Fig. 1: run 1, cell outlines without signal wires
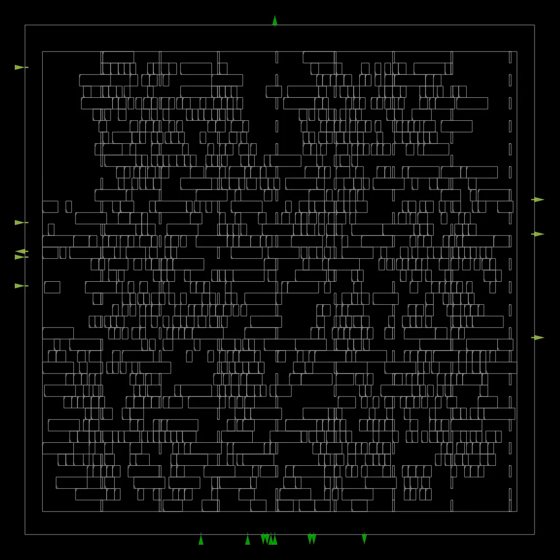
Fig. 2: run 1, port wiring
Scale: 4 px per um.
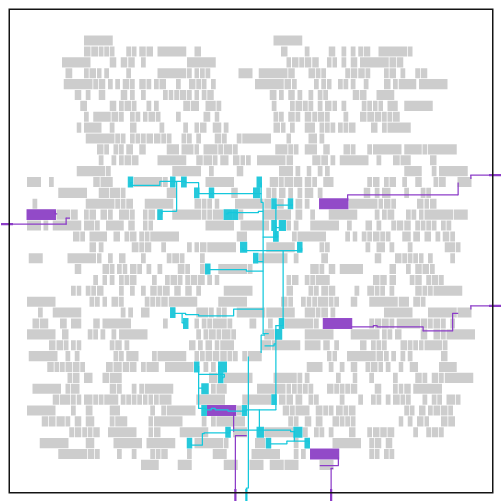
Fig. 3: run 1, where the registers sit
Scale: 2 px per um. Other sequential cells in the stronger grey, the rest of the logic in the fainter grey.
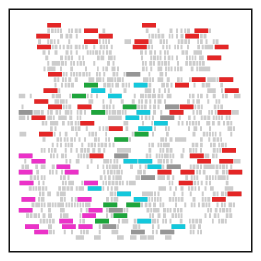
File: src/rtl/btn_pkg.sv
// Shared definitions for the pushbutton conditioner: channel FSM state
// encoding and default debounce/lockout lengths in 1 ms ticks.
package btn_pkg;

  localparam logic [2:0] ST_IDLE = 3'd0;
  localparam logic [2:0] ST_ARM  = 3'd1;
  localparam logic [2:0] ST_LOCK = 3'd2;
  localparam logic [2:0] ST_HELD = 3'd3;
  localparam logic [2:0] ST_REL  = 3'd4;

  localparam int DEBOUNCE_MS_DEF = 10;
  localparam int LOCKOUT_MS_DEF  = 200;

endpackage

File: src/rtl/btn_fsm.sv
// One button channel: debounce press, fire one pulse, hold off for the
// lockout window, then debounce the release before re-arming.
module btn_fsm import btn_pkg::*; #(
  parameter int DEBOUNCE_MS = DEBOUNCE_MS_DEF,
  parameter int LOCKOUT_MS  = LOCKOUT_MS_DEF
) (
  input  logic CLK,
  input  logic RST,
  input  logic en,
  input  logic tick,
  input  logic sync,
  output logic pulse,
  output logic level
);

  localparam logic [7:0] DB_LAST = 8'(DEBOUNCE_MS - 1);
  localparam logic [7:0] LO_LAST = 8'(LOCKOUT_MS - 1);

  logic [2:0] state, nxt;
  logic [7:0] cnt, cnt_nxt;

  always_comb begin
    nxt     = state;
    cnt_nxt = cnt;
    if (!en) begin
      nxt     = ST_IDLE;
      cnt_nxt = '0;
    end else begin
      case (state)
        ST_IDLE: begin
          cnt_nxt = '0;
          if (sync) nxt = ST_ARM;
        end
        ST_ARM: begin
          if (!sync) begin
            nxt     = ST_IDLE;
            cnt_nxt = '0;
          end else if (tick) begin
            if (cnt == DB_LAST) begin
              nxt     = ST_LOCK;
              cnt_nxt = '0;
            end else cnt_nxt = cnt + 8'd1;
          end
        end
        // Input is deliberately ignored here so a held or bouncing button
        // cannot re-trigger inside the lockout window.
        ST_LOCK: begin
          if (tick) begin
            if (cnt == LO_LAST) begin
              nxt     = ST_HELD;
              cnt_nxt = '0;
            end else cnt_nxt = cnt + 8'd1;
          end
        end
        ST_HELD: begin
          if (!sync) begin
            nxt     = ST_REL;
            cnt_nxt = '0;
          end
        end
        ST_REL: begin
          if (sync) begin
            nxt     = ST_HELD;
            cnt_nxt = '0;
          end else if (tick) begin
            if (cnt == DB_LAST) begin
              nxt     = ST_IDLE;
              cnt_nxt = '0;
            end else cnt_nxt = cnt + 8'd1;
          end
        end
        default: begin
          nxt     = ST_IDLE;
          cnt_nxt = '0;
        end
      endcase
    end
  end

  always_ff @(posedge CLK) begin
    if (RST) begin
      state <= ST_IDLE;
      cnt   <= '0;
      pulse <= 1'b0;
      level <= 1'b0;
    end else begin
      state <= nxt;
      cnt   <= cnt_nxt;
      pulse <= (state == ST_ARM) && (nxt == ST_LOCK);
      level <= (nxt == ST_LOCK) || (nxt == ST_HELD) || (nxt == ST_REL);
    end
  end

endmodule

File: src/rtl/pb_conditioner.sv
// Pushbutton conditioner top: 2-FF synchroniser per button, shared 1 ms
// tick generator, and one debounce/lockout FSM per button.
module pb_conditioner import btn_pkg::*; #(
  parameter int NUM_BTN     = 5,
  parameter int TICK_DIV    = 100000,
  parameter int DEBOUNCE_MS = DEBOUNCE_MS_DEF,
  parameter int LOCKOUT_MS  = LOCKOUT_MS_DEF
) (
  input  logic               CLK,
  input  logic               RST,
  input  logic               en,
  input  logic [NUM_BTN-1:0] pb_raw,
  output logic [NUM_BTN-1:0] pb_pulse,
  output logic [NUM_BTN-1:0] pb_level
);

  localparam int TW = (TICK_DIV > 1) ? $clog2(TICK_DIV) : 1;
  localparam logic [TW-1:0] T_LAST = TW'(TICK_DIV - 1);

  logic [1:0][NUM_BTN-1:0] sync_pipe;
  logic [TW-1:0]           tcnt;
  logic                    tick;

  always_ff @(posedge CLK) begin
    if (RST) sync_pipe <= '0;
    else     sync_pipe <= {sync_pipe[0], pb_raw};
  end

  // tick is registered so it lands in the cycle where tcnt has wrapped to 0
  always_ff @(posedge CLK) begin
    if (RST) begin
      tcnt <= '0;
      tick <= 1'b0;
    end else begin
      tick <= (tcnt == T_LAST);
      tcnt <= (tcnt == T_LAST) ? '0 : tcnt + TW'(1);
    end
  end

  for (genvar i = 0; i < NUM_BTN; i++) begin : g_btn
    btn_fsm #(
      .DEBOUNCE_MS(DEBOUNCE_MS),
      .LOCKOUT_MS (LOCKOUT_MS)
    ) u_fsm (
      .CLK  (CLK),
      .RST  (RST),
      .en   (en),
      .tick (tick),
      .sync (sync_pipe[1][i]),
      .pulse(pb_pulse[i]),
      .level(pb_level[i])
    );
  end

endmodule
File: config.mk
export PLATFORM = sky130hd
export DESIGN_NAME = pb_conditioner
export DESIGN_NICKNAME = d
export VERILOG_FILES = /design/src/rtl/btn_pkg.sv /design/src/rtl/btn_fsm.sv /design/src/rtl/pb_conditioner.sv
export SDC_FILE = /design/constraint.sdc
export NUM_CORES = 1
export LEC_CHECK = 0
export ABC_AREA = 1
export ABC_CLOCK_PERIOD_IN_PS = 3000
export CORE_MARGIN = 4
export CORE_UTILIZATION = 45
export CTS_BUF_LIST = sky130_fd_sc_hd__clkbuf_4
export DETAILED_ROUTE_END_ITERATION = 8
export GPL_ROUTABILITY_DRIVEN = 1
export HOLD_SLACK_MARGIN = 0.03
export PLACE_DENSITY = 0.62
export SETUP_SLACK_MARGIN = 0.05
export SLEW_MARGIN = 20
export SYNTH_ARGS = -nofsm -noshare
export SYNTH_HDL_FRONTEND = slang
export SYNTH_SLANG_ARGS = --single-unit
File: constraint.sdc
create_clock -name CLK -period 3 [get_ports CLK]
set_input_delay 0.45 -clock CLK [delete_from_list [all_inputs] [get_ports CLK]]
set_output_delay 0.45 -clock CLK [all_outputs]
set_load 0.05 [all_outputs]
==> reports/metrics.csv, run 1 <==
metric;value;unit
status;completed;
route.vias.total;5568;
synthesis.area;5698;um2
clock_power_share;0.344;
holdCritPathClass;flop to flop;
final.setup.tns;0;ns
ys_sh_adder;0.02415;
tritoncts.num_buffers;9;
nonClkBufAreaFrac;0.03920;
synth-seq-cells;93;
route.final.wire_length;13120;um
cts_hold_buffers;0;
gr_util_all_layers;0.1884;
clk-insertion-delay-late;0.49;ns
yosys_warnings;0;
syn_avg_cell_area;6.107;um2
synthAoiAreaFrac;0.09991;
synth-edff-count;0;
p_leak;2.625;nW
synth_cell_type_count;33;
crit_slowest_cell;sky130_fd_sc_hd__clkdlybuf4s50_1;
clock_tree.htree_level_count;3;
post-layout-total-power;2.026;mW
cts_tree;done;
skew;0.02204;ns
ff2ff_setup_slack;1.19;ns
synth_async_sr_flop_share;0;
grt_overflow_total;0;
die-width;120.5;um
wl_per_cell;11.80;um
detailedRoute.firstPassIterationCount;5;
final_critical_path_setup_slack;0.8703;ns
n_sequential_cell;93;
crit_buf_inv;1;
num-nonclk-buffers;23;
simple_gate_fraction_of_synth_area;0.4231;
pwr_density_cell;330.5;nW/um2
detailedPlacementHpwl;9578;um
final_net_count;958;
power.largest_group;registers;
combPwrFrac;0.037;
timing_hold_violations_final;0;
die_y;120.5;um
regToRegStartpoint;tick$_SDFF_PP0_;
nNonClkInverters;137;
power_combinational;0.0742;mW
insertedDiodeCount;0;
About Fig. 1:
number of placement rows: 40
Tap Count: 168
number of fillers in the final layout: 1318
non-filler instance count after layout: 1112

About Fig. 2:
Cyan marks RST, direction input, end cells 36, wire 353 um. Purple marks pb_pulse, direction output, end cells 5, wire 128 um.
number of placed I/O pins: 18
IO Port Bufs: 17

About Fig. 3:
Red marks g_btn.u_fsm.cnt, placed flops 40. Magenta marks tcnt, placed flops 17, where lower left. Green marks sync_pipe, placed flops 10. Cyan marks g_btn.u_fsm.state, placed flops 15.
Another 11 sequential cells are not coloured.
register fraction of the total cell area: 0.3038
final core occ: 0.5018
sequential standard cell area: 1862 um2
flip-flop and latch power: 1.25 mW

## run 1: layer usage
layer  up-vias  track usage  part of all wire
li1       2979            -                 -
met1      2471       0.2573              0.50
met2       107       0.2979              0.44
met3        11      0.04584             0.043
met4         0      0.05028             0.010
met5         -            0                 0
## run 1: synth_stat cells, types with 4 or more instances
cell type | count | area (um2)
sky130_fd_sc_hd__nand2_1 | 256 | 960.9
sky130_fd_sc_hd__inv_1 | 132 | 495.5
sky130_fd_sc_hd__nand3_1 | 121 | 605.6
sky130_fd_sc_hd__nor2_1 | 112 | 420.4
sky130_fd_sc_hd__dfxtp_1 | 93 | 1862
sky130_fd_sc_hd__a21oi_1 | 62 | 310.3
sky130_fd_sc_hd__o21ai_0 | 32 | 160.2
sky130_fd_sc_hd__nor3_1 | 19 | 95.09
sky130_fd_sc_hd__nand4_1 | 14 | 87.58
sky130_fd_sc_hd__buf_4 | 12 | 90.09
sky130_fd_sc_hd__ha_1 | 11 | 137.6
sky130_fd_sc_hd__nand3b_1 | 8 | 60.06
sky130_fd_sc_hd__buf_2 | 7 | 35.03
sky130_fd_sc_hd__nor2_2 | 7 | 43.79
sky130_fd_sc_hd__clkbuf_1 | 5 | 18.77
sky130_fd_sc_hd__nand3_2 | 5 | 50.05
sky130_fd_sc_hd__o21ai_1 | 5 | 25.02
sky130_fd_sc_hd__inv_2 | 4 | 15.01
## run 1: state kept, by name, indices dropped and copies added, names as in the netlist
| register | count |
|---|---|
| g_btn.u_fsm.cnt | 40 |
| g_btn.u_fsm.pulse | 5 |
| g_btn.u_fsm.level | 5 |
| g_btn.u_fsm.state | 15 |
| tick | 1 |
| sync_pipe | 10 |
| tcnt | 17 |
## run 1: cell usage in the layout (no fill, tap or decap), types with 9 or more instances in the layout
cell,Yosys,layout
sky130_fd_sc_hd__inv_1,132,132
sky130_fd_sc_hd__clkdlybuf4s50_1,0,17
sky130_fd_sc_hd__dfxtp_1,93,93
sky130_fd_sc_hd__o21ai_0,32,32
sky130_fd_sc_hd__nand4_1,14,14
sky130_fd_sc_hd__nand2_1,256,256
sky130_fd_sc_hd__ha_1,11,11
sky130_fd_sc_hd__nand3_1,121,121
sky130_fd_sc_hd__a21oi_1,62,62
sky130_fd_sc_hd__clkbuf_4,0,9
sky130_fd_sc_hd__nor2_1,112,112
sky130_fd_sc_hd__nor3_1,19,19
## run 1: worst reg2reg max path, stage by stage, from the launching register on
cell and delay [ns]:
sky130_fd_sc_hd__dfxtp_1 0.46, sky130_fd_sc_hd__buf_12 0.22, sky130_fd_sc_hd__inv_2 0.46, sky130_fd_sc_hd__nand2_1 0.22, sky130_fd_sc_hd__nand2_1 0.17, sky130_fd_sc_hd__nand2_1 0.07
sky130_fd_sc_hd__a21oi_1 0.13
## run 1: worst max-delay path by stage
stage / depth (start not counted) / slack [ns] / end
floorplan: 9 / 1.56 / tcnt[14]$_SDFF_PP0_
global placement: 5 / 1.07 / tcnt[2]$_SDFF_PP0_
detailed placement: 5 / 1.02 / tcnt[14]$_SDFF_PP0_
CTS: 1 / 0.83 / pb_level[3]
global route: 1 / 0.77 / pb_level[2]
finish: 1 / 0.87 / pb_level[3]
Fig. 4: run 1, clock distribution
Scale: 2 px per um.
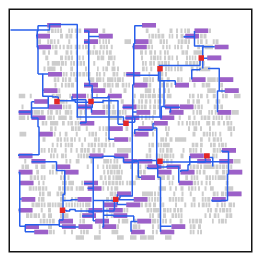

==> run 2: changes to the inputs <==
ABC_CLOCK_PERIOD_IN_PS = 2050   (was 3000)
clock period = 2.05 ns   (was 3 ns; I/O delays follow)
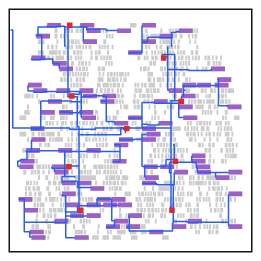
Fig. 5. Clock distribution (run 2).
Scale: 2 px per um.
Purple marks flip-flops, count 93. Red marks clock drivers, count 9. Blue marks clock wires, length 1300 um.
Position of the flops: widely spread.
share of power burned in the clock network: 0.359
post-route clock skew: 0.01051 ns
total clock network power: 1.09 mW

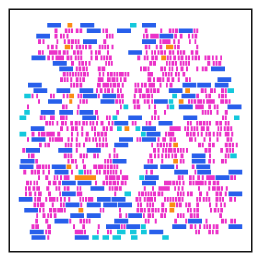
Fig. 6. Cells coloured by class (run 2).
Scale: 2 px per um.
Magenta marks combinational and other logic, cells 812. Cyan marks other buffers and delay cells, cells 28. Blue marks flops, cells 93. Orange marks clock drivers and dummy loads, cells 16.
final core occ: 0.5032
register fraction of the total cell area: 0.3030
Std-Cell Core Area: 12210 um2

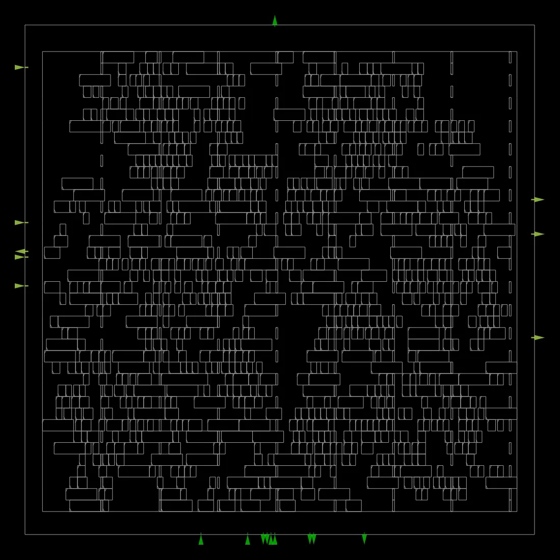
Fig. 7. Cell outlines without signal wires (run 2).
non-filler instance count after layout: 1118
Flops: 93
number of fillers in the final layout: 1305

==> run 2 against run 1 <==
  * Clock power is 56% higher
  * Utilization is 0.13 points higher
  * Largest power group unchanged
  * Largest cell class unchanged
  * Sequential cell count stayed put
  * Highest routed layer unchanged
  * Combinational power is 47% higher
  * Non-clock buffer count is 5 higher
  * Synthesized cell count stayed put
==> reports/metrics.csv, run 2 <==
metric;value;unit
synthTopCellsByCount;sky130_fd_sc_hd__nand2_1 (256), sky130_fd_sc_hd__inv_1 (132), sky130_fd_sc_hd__nand3_1 (121), sky130_fd_sc_hd__nor2_1 (112), sky130_fd_sc_hd__dfxtp_1 (93);
p_leak;2.690;nW
wl_per_cell;11.85;um
grt_overflow_total;0;
syn_avg_cell_area;6.107;um2
ys_sh_adder;0.02415;
final_critical_path_setup_slack;0.09841;ns
final_net_count;963;
crit_slowest_cell;sky130_fd_sc_hd__clkdlybuf4s50_1;
status;completed;
mostFrequentLayoutCells;sky130_fd_sc_hd__nand2_1 (256), sky130_fd_sc_hd__inv_1 (132), sky130_fd_sc_hd__nand3_1 (121);
synth_cell_type_count;33;
final.setup.tns;0;ns
tritoncts.num_buffers;9;
cts_tree;done;
route.vias.total;5625;
floorplan.rows;40;
clk-insertion-delay-late;0.48;ns
detailedPlacementHpwl;9711;um
clock_tree.htree_level_count;3;
synth.most_common_cell;sky130_fd_sc_hd__nand2_1;
holdCritPathClass;input pin to flop;
simple_gate_fraction_of_synth_area;0.4231;
top_register;g_btn.u_fsm.cnt;
cts_hold_buffers;0;
synthDominantCellAreaShare;0.3267;
gr_util_all_layers;0.1914;
pwr_density_cell;493.2;nW/um2
die_y;120.5;um
synth-edff-count;0;
crit_buf_inv;1;
combPwrFrac;0.036;
largest_register_ffs;40;
synthAoiAreaFrac;0.09991;
synthesis.area;5698;um2
route.final.wire_length;13250;um
buffer_ports.inserted;17;
synth_async_sr_flop_share;0;
==> run 2: cell type report <==
class	instances	area, um2	share of cell area
Antenna cell	1	2.502	0.0004072
Clock buffer	9	67.56	0.01100
Clock inverter	7	78.83	0.01283
Inverter	137	516.7	0.08410
Multi-Input combinational cell	675	3153	0.5131
Sequential cell	93	1862	0.3030
Tap cell	168	210.2	0.03421
Timing Repair Buffer	28	254.0	0.04134
==> run 2: worst register-to-register path: cells and delay by family, from the launching register on <==
kind | cells | cell delay, ns
AOI/OAI and AO/OA | 2 | 0.45
adders and majority gates | 1 | 0.22
DFF | 1 | 0.43
and+or+nand+nor | 3 | 0.45
==> run 2: timing repair <==
| action | 4_1_cts | 5_1_grt |
|---|---|---|
| setup endpoints to repair | 3 | 2 |
| buffers inserted | 0 | 0 |
| resized | 3 | 2 |
==> run 2: power groups by stage <==
| stage | Combinational, mW | Clock [mW] | Sequential (mW) |
|---|---|---|---|
| finish | 0.109 | 1.09 | 1.83 |
| global route | 0.124 | 1.19 | 1.84 |
| CTS | 0.111 | 1.13 | 1.83 |
| detailed placement | 0.111 | 0 | 1.87 |
| global placement | 0.111 | 0 | 1.87 |
| floorplan | 0.0667 | 0 | 1.87 |
==> run 2: logic make-up after synthesis <==
group | Yosys count
simple gates | 554
buf+inv | 165
compound gates | 106
flops | 93
fa+ha+maj | 11
xor+xnor | 4
==> run 2: worst max path at each step <==
stage / end / slack, ns / startpoint / cells after the start
after CTS: pb_pulse[4] / 0.05 / g_btn[4].u_fsm.pulse$_SDFF_PP0_ / 1
final: pb_pulse[2] / 0.1 / g_btn[2].u_fsm.pulse$_SDFF_PP0_ / 1
after global routing: pb_level[1] / 0.05 / g_btn[1].u_fsm.level$_SDFF_PP0_ / 1
after detailed placement: g_btn[0].u_fsm.cnt[4]$_SDFFE_PP0P_ / 0.27 / en / 6
after floorplan: tcnt[14]$_SDFF_PP0_ / 0.61 / tcnt[0]$_SDFF_PP0_ / 9
after global placement: g_btn[2].u_fsm.cnt[7]$_SDFFE_PP0P_ / 0.34 / en / 6
==> run 2: routing by layer <==
| metal | wire (um) | GRT usage |
|---|---|---|
| met1 | 6640 | 0.2621 |
| met2 | 5894 | 0.3018 |
| met3 | 435 | 0.02479 |
| met4 | 277 | 0.08428 |
| met5 | 0 | 0 |
Fig. 8: run 2, port wiring
Scale: 4 px per um.
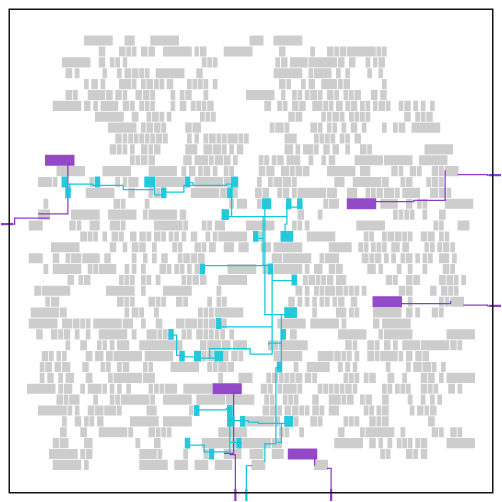

==> run 3: changes to the inputs <==
PLACE_DENSITY = 0.68   (was 0.62)
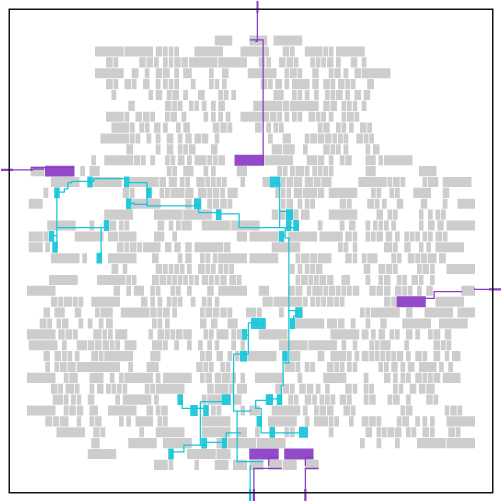
Fig. 9. Port wiring (run 3).
Scale: 4 px per um.
Purple marks pb_pulse, direction output, end cells 5, wire 106 um. Cyan marks RST, direction input, end cells 36, wire 322 um.

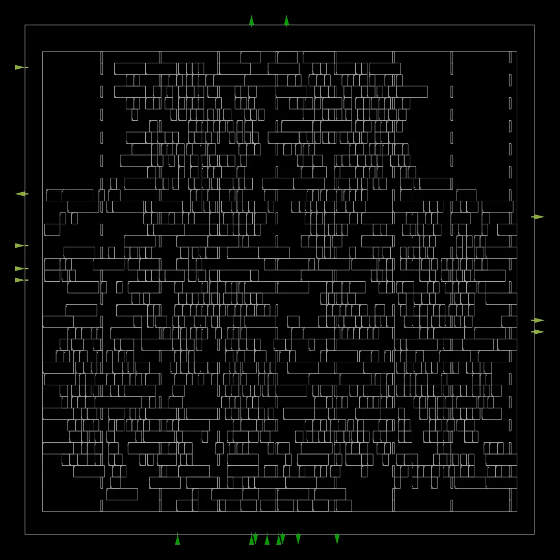
Fig. 10. Cell outlines without signal wires (run 3).
final core occ: 0.5026
non-filler instance count after layout: 1116
register fraction of the total cell area: 0.3034
number of fillers in the final layout: 1324

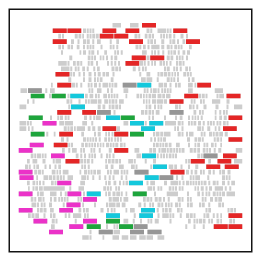
Fig. 11. Where the registers sit (run 3).
Scale: 2 px per um. Other sequential cells in the stronger grey, the rest of the logic in the fainter grey.
Red marks g_btn.u_fsm.cnt, placed flops 40. Cyan marks g_btn.u_fsm.state, placed flops 15. Magenta marks tcnt, placed flops 17, where lower left. Green marks sync_pipe, placed flops 10.
Another 11 sequential cells are not coloured.
flip-flop and latch power: 1.83 mW

==> run 3 against run 2 <==
  * First-iteration DRC count decreased by 4.2%
  * Non-clock buffer count unchanged
  * Worst hold slack better by 0.048 ns
  * Clock power decreased by 9%
  * Critical path depth did not move
  * Highest routed layer unchanged
==> reports/metrics.csv, run 3 <==
metric;value;unit
status;completed;
synth_async_sr_flop_share;0;
p_leak;2.707;nW
timing_hold_violations_final;0;
insertedDiodeCount;0;
number_of_placed_i_o_pins;18;
post-layout-total-power;2.933;mW
synthDominantCellAreaShare;0.3267;
synth-edff-count;0;
syn_avg_cell_area;6.107;um2
netlist.top_cell.by_area;sky130_fd_sc_hd__dfxtp_1;
route.final.wire_length;12760;um
final.setup.tns;0;ns
holdCritPathClass;input pin to flop;
floorplan.rows;40;
final_net_count;963;
synth-seq-cells;93;
gr_util_all_layers;0.1819;
die_y;120.5;um
wl_per_cell;11.43;um
tritoncts.num_buffers;9;
route.vias.total;5549;
detailedRoute.firstPassIterationCount;5;
synthTopCellsByArea;sky130_fd_sc_hd__dfxtp_1 (33%), sky130_fd_sc_hd__nand2_1 (17%), sky130_fd_sc_hd__nand3_1 (11%);
clk-insertion-delay-late;0.45;ns
yosys_warnings;0;
[run 3: cell counts after synthesis]
Identical to the previous run, type by type.
[run 3: logic make-up after synthesis]
kind of cell,Yosys count
xor+xnor,4
flops,93
simple gates,554
fa+ha+maj,11
buf+inv,165
compound gates,106
[run 3: cell type report]
type / count / share of cell area
Sequential cell: 93 / 0.3034
Clock buffer: 11 / 0.01346
Timing Repair Buffer: 28 / 0.04281
Inverter: 137 / 0.08420
Clock inverter: 4 / 0.008155
Multi-Input combinational cell: 675 / 0.5138
Tap cell: 168 / 0.03425
[run 3: what timing repair did]
action                                  in CTS  in global routing
setup buffers                                0                  0
resized                                      0                  4
endpoints found under the setup margin       0                  4
[run 3: per-stage QoR]
stage	area, um2	setup WS, ns
6_report	6137	0.1646
5_1_grt	6137	0.06759
4_1_cts	6127	0.06512
3_5_place_dp	5995	0.3576
3_3_place_gp	5995	0.4232
2_1_floorplan	5698	0.6088
[run 3: final timing paths]
check,startpoint,to,slack (ns),cells after the start
max,g_btn[0].u_fsm.pulse$_SDFF_PP0_,pb_pulse[0],0.16,1
min,pb_raw[2],sync_pipe[2]$_SDFF_PP0_,0.36,3
max reg2reg,tick$_SDFF_PP0_,g_btn[4].u_fsm.cnt[7]$_SDFFE_PP0P_,0.34,6
min reg2reg,sync_pipe[0]$_SDFF_PP0_,sync_pipe[5]$_SDFF_PP0_,0.41,2
[run 3: layer usage]
| metal | up-vias | track usage | part of all wire |
|---|---|---|---|
| met2 | 105 | 0.2892 | 0.46 |
| met1 | 2451 | 0.2478 | 0.49 |
| met4 | 0 | 0.04249 | 0.0075 |
| met3 | 8 | 0.04724 | 0.039 |
| met5 | - | 0 | 0 |
| li1 | 2985 | - | - |
[run 3: power breakdown]
group          switching [mW]  leakage (nW)  internal (mW)
Combinational          0.0681          1.89         0.0388
Clock                   0.602        0.0689          0.391
Sequential            0.00991         0.752           1.82
Total                   0.680          2.71           2.25
No activity file was given, so power comes from the tool's default toggle rates.
